## config.mk

```make
export PLATFORM = sky130hd
export DESIGN_NAME = sa_psum_drain_flat
export DESIGN_NICKNAME = d
export VERILOG_FILES = /design/src/rtl/sa_psum_drain_if.sv /design/src/rtl/sa_psum_drain.sv /design/src/flat_wrapper.sv
export SDC_FILE = /design/constraint.sdc
export NUM_CORES = 1
export LEC_CHECK = 0
export ABC_AREA = 1
export CORE_UTILIZATION = 57
export CTS_CLUSTER_DIAMETER = 40
export DETAILED_ROUTE_END_ITERATION = 10
export PLACE_DENSITY = 0.79
export SLEW_MARGIN = 20
export SYNTH_ARGS = -nofsm -noshare
export SYNTH_HDL_FRONTEND = slang
export SYNTH_SLANG_ARGS = --single-unit
export TNS_END_PERCENT = 20
```

## constraint.sdc

```tcl
create_clock -name clock -period 6.1 [get_ports clock]
set_input_delay 1.22 -clock clock [delete_from_list [all_inputs] [get_ports clock]]
set_output_delay 1.22 -clock clock [all_outputs]
set_load 0.05 [all_outputs]
```

## src/rtl/sa_psum_drain_if.sv

```systemverilog
// Stream bundle for the PSUM drain: skewed bottom-row sums in, aligned rows out.
// master drives the array/writeback side, slave is the drain itself.
interface sa_psum_drain_if #(
    parameter int unsigned COLS  = 4,
    parameter int unsigned SUM_W = 24
);
    logic                  i_row_valid;
    logic [COLS*SUM_W-1:0] i_sum;
    logic                  o_valid;
    logic                  i_ready;
    logic [COLS*SUM_W-1:0] o_data;

    modport master (
        output i_row_valid,
        output i_sum,
        output i_ready,
        input  o_valid,
        input  o_data
    );

    modport slave (
        input  i_row_valid,
        input  i_sum,
        input  i_ready,
        output o_valid,
        output o_data
    );
endinterface

```

## src/rtl/sa_psum_drain.sv

```systemverilog
// De-skews the staggered bottom-row partial sums into aligned rows and buffers them in a
// first-word-fall-through FIFO; rows completing into a full FIFO are dropped and counted.
module sa_psum_drain #(
    parameter int unsigned COLS  = 4,
    parameter int unsigned SUM_W = 24,
    parameter int unsigned DEPTH = 4
) (
    input  logic                   clock,
    input  logic                   reset,
    input  logic                   i_clear,
    sa_psum_drain_if.slave         bus,
    output logic [$clog2(DEPTH):0] o_level,
    output logic                   o_overflow,
    output logic [7:0]             o_drop_cnt
);
    localparam int unsigned PtrW = $clog2(DEPTH);
    localparam int unsigned LvlW = PtrW + 1;
    localparam int unsigned RowW = COLS * SUM_W;

    logic [COLS-1:0]  w_vs;
    logic [COLS-1:1]  r_vs;
    logic [RowW-1:0]  w_tail_row;
    logic [RowW-1:0]  r_stage;
    logic             r_stage_vld;
    logic [RowW-1:0]  r_mem [DEPTH];
    logic [PtrW-1:0]  r_wr_ptr;
    logic [PtrW-1:0]  r_rd_ptr;
    logic [LvlW-1:0]  r_level;
    logic             r_overflow;
    logic [7:0]       r_drop_cnt;
    logic             w_full;
    logic             w_pop;
    logic             w_push;
    logic             w_drop;

    // vs[0] is the live input; vs[j] marks column j of the same row j cycles later.
    assign w_vs = {r_vs, bus.i_row_valid};

    always_ff @(posedge clock or negedge reset) begin
        if (!reset) begin
            r_vs <= '0;
        end else if (i_clear) begin
            r_vs <= '0;
        end else begin
            r_vs <= w_vs[COLS-2:0];
        end
    end

    // Column j is captured when vs[j] is set, then delayed so every column lands in the
    // staging register on the edge that captures the last column.
    for (genvar j = 0; j < COLS; j++) begin : g_col
        localparam int unsigned Len = COLS - 1 - j;
        if (Len == 0) begin : g_last
            assign w_tail_row[j*SUM_W +: SUM_W] = bus.i_sum[j*SUM_W +: SUM_W];
        end else begin : g_dly
            logic [SUM_W-1:0] r_dl [Len];
            always_ff @(posedge clock) begin
                if (w_vs[j]) begin
                    r_dl[0] <= bus.i_sum[j*SUM_W +: SUM_W];
                end
                for (int unsigned k = 1; k < Len; k++) begin
                    r_dl[k] <= r_dl[k-1];
                end
            end
            assign w_tail_row[j*SUM_W +: SUM_W] = r_dl[Len-1];
        end
    end

    always_ff @(posedge clock or negedge reset) begin
        if (!reset) begin
            r_stage_vld <= 1'b0;
        end else if (i_clear) begin
            r_stage_vld <= 1'b0;
        end else begin
            r_stage_vld <= w_vs[COLS-1];
        end
    end

    always_ff @(posedge clock) begin
        if (w_vs[COLS-1]) begin
            r_stage <= w_tail_row;
        end
    end

    // A full FIFO still accepts a row when the head leaves on the same edge.
    assign w_full = (r_level == LvlW'(DEPTH));
    assign w_pop  = bus.o_valid & bus.i_ready;
    assign w_push = r_stage_vld & (!w_full | w_pop);
    assign w_drop = r_stage_vld & w_full & !w_pop;

    always_ff @(posedge clock or negedge reset) begin
        if (!reset) begin
            r_wr_ptr <= '0;
            r_rd_ptr <= '0;
            r_level  <= '0;
        end else if (i_clear) begin
            r_wr_ptr <= '0;
            r_rd_ptr <= '0;
            r_level  <= '0;
        end else begin
            if (w_push) begin
                r_wr_ptr <= r_wr_ptr + PtrW'(1);
            end
            if (w_pop) begin
                r_rd_ptr <= r_rd_ptr + PtrW'(1);
            end
            case ({w_push, w_pop})
                2'b10:   r_level <= r_level + LvlW'(1);
                2'b01:   r_level <= r_level - LvlW'(1);
                default: r_level <= r_level;
            endcase
        end
    end

    always_ff @(posedge clock) begin
        if (!i_clear && w_push) begin
            r_mem[r_wr_ptr] <= r_stage;
        end
    end

    always_ff @(posedge clock or negedge reset) begin
        if (!reset) begin
            r_overflow <= 1'b0;
            r_drop_cnt <= '0;
        end else if (i_clear) begin
            r_overflow <= 1'b0;
            r_drop_cnt <= '0;
        end else if (w_drop) begin
            r_overflow <= 1'b1;
            if (r_drop_cnt != 8'hFF) begin
                r_drop_cnt <= r_drop_cnt + 8'd1;
            end
        end
    end

    // Gate the head with valid so o_data reads zero while empty, including during reset.
    assign bus.o_valid = (r_level != '0);
    assign bus.o_data  = bus.o_valid ? r_mem[r_rd_ptr] : '0;
    assign o_level     = r_level;
    assign o_overflow  = r_overflow;
    assign o_drop_cnt  = r_drop_cnt;
endmodule

```

## src/flat_wrapper.sv

```systemverilog
// flat-port wrapper written by rule: the top's interface ports become plain ports
module sa_psum_drain_flat 
#(
    parameter int unsigned COLS  = 4,
    parameter int unsigned SUM_W = 24,
    parameter int unsigned DEPTH = 4
)
  (clock, reset, i_clear, o_level, o_overflow, o_drop_cnt, bus_i_row_valid, bus_i_sum, bus_i_ready, bus_o_valid, bus_o_data);
  sa_psum_drain_if #(.COLS(COLS), .SUM_W(SUM_W)) bus_i ();
  input  logic clock;
  input  logic reset;
  input  logic i_clear;
  output logic [$clog2(DEPTH):0] o_level;
  output logic o_overflow;
  output logic [7:0] o_drop_cnt;
  input wire logic [$bits(bus_i.i_row_valid)-1:0] bus_i_row_valid;
  input wire logic [$bits(bus_i.i_sum)-1:0] bus_i_sum;
  input wire logic [$bits(bus_i.i_ready)-1:0] bus_i_ready;
  output wire logic [$bits(bus_i.o_valid)-1:0] bus_o_valid;
  output wire logic [$bits(bus_i.o_data)-1:0] bus_o_data;
  assign bus_i.i_row_valid = bus_i_row_valid;
  assign bus_i.i_sum = bus_i_sum;
  assign bus_i.i_ready = bus_i_ready;
  assign bus_o_valid = bus_i.o_valid;
  assign bus_o_data = bus_i.o_data;
  sa_psum_drain #(.COLS(COLS), .SUM_W(SUM_W), .DEPTH(DEPTH)) u_core (.clock(clock), .reset(reset), .i_clear(i_clear), .bus(bus_i), .o_level(o_level), .o_overflow(o_overflow), .o_drop_cnt(o_drop_cnt));
endmodule
```

==> images/m1.png <==
The bar under the picture is 50 um long. Cells faint in the background.
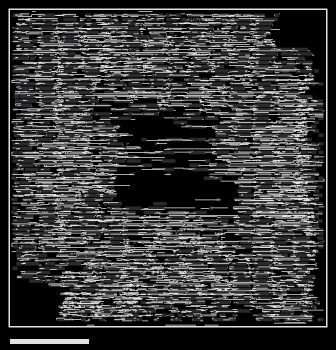
wire length on this layer: 18400 um
nets with wire on the layer: 1732
longest straight run: 63.5 um
share of all routed wire: 40%
main direction: horizontal

==> images/m2.png <==
Cells faint in the background.
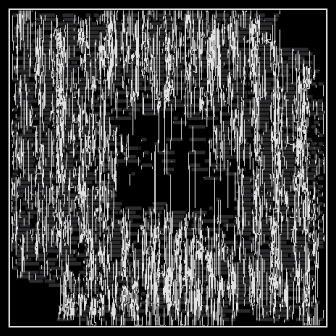
main direction: vertical
wire length on this layer: 22.6 mm

==> notes.md <==
The synthesis and PnR run went through. Measured along the y axis, the die boundary spans 200.6 um. Setup repair after global routing left no endpoint under its margin. In this run the register-to-register setup slack is 3.45 ns. The first global-routing pass estimated 70.27 mm of wire. After synthesis, the cell types taking the most area are sky130_fd_sc_hd__edfxtp_1, sky130_fd_sc_hd__nor2_1, sky130_fd_sc_hd__dfxtp_1, sky130_fd_sc_hd__o21ai_0, sky130_fd_sc_hd__a21oi_1. Clock tree skew after final layout landed at 0.02196 ns. Simple-gate portion of the synthesized area landed at 0.07849. Path depth of the worst reg2reg path landed at 5. Checking hold timing, the worst path is listed with class reg -> reg. Area growth from synthesis to final layout landed at 21.47%.

For the pin with the worst max-slew slack, the measured transition is 1.070 ns. Internal power of the cells landed at 8.138 mW. After layout, the inverter instance count without clock inverters stands at 26. The worst register-to-register path begins at u_core.o_level[0]$_DFFE_PN0P_.

Area inside the core boundary landed at 0.03874 mm^2. Cell area after layout landed at 0.02730 mm^2. The final report lists the setup-violating endpoint count as 0. Looking at hold timing, the worst path starts from u_core.g_col[0].g_dly.r_dl[1][5]$_DFF_P_. In the synthesized netlist the dominant register cell turns out to be sky130_fd_sc_hd__edfxtp_1. The CTS report gives the tree buffer count as 70.

The run finished with clean final reports. Clock-cell share of area landed at 0.08369. In the routed layout, each cell is associated on average with a via count of 5.484.

Total standard cell area after synthesis landed at 0.02248 mm^2. Number of well taps landed at 518. The largest register by flop count is u_core.r_mem. The completed layout was analyzed and its total power is 12.27 mW.

Per STA, the worst path accumulates the most delay in the family buffers and inverters. The flow reports an fmax of 201.6 MHz. Post-CTS timing repair inserted 0 buffers for setup. Clock period minus final worst setup slack landed at 4.961 ns. For reference, the top logic cell family by area is simple AND/OR/NAND/NOR gates. Total stage count of the critical path landed at 6.

Total cells reported by yosys after synthesis landed at 1514. Per the synthesis report, the number of distinct cell types is 28. Stage delay of the slowest cell on the critical path landed at 0.87 ns. Once the clock tree was built, the resizer swapped 0 gates to a different size. Top-level I/O count landed at 210. Data on the critical path is required at its endpoint by 4.88 ns. Floorplan utilization landed at 0.5802. Counting the warning lines in the Yosys log gives 0.

In the synthesized netlist, the number of instances is 1514. Cell area power density landed at 449.3 mW/mm^2. For this sky-water flow run, the detailed-routed wirelength per cell is reported as 19.76 um. Port buffer count landed at 209.

In the hold report, the worst path ends at u_core.g_col[0].g_dly.r_dl[2][5]$_DFF_P_. The post-route report lists met1 wire length as 18.40 mm. Clock buffer count in the final layout landed at 87. The stage logs contain a warning count of 32.
==> images/m3.png <==
The bar under the picture is 50 um long. Cells faint in the background.
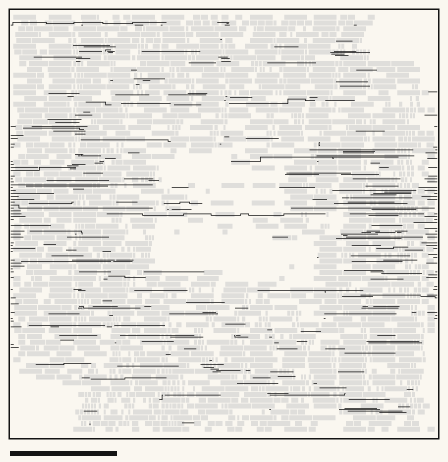
main direction: horizontal
nets with wire on the layer: 203
Routed Wire Length: 45.66 mm
met3 Usage GRT: 0.04886
vias after detailed routing: 12670

Power is estimated from default activity; no workload was simulated.
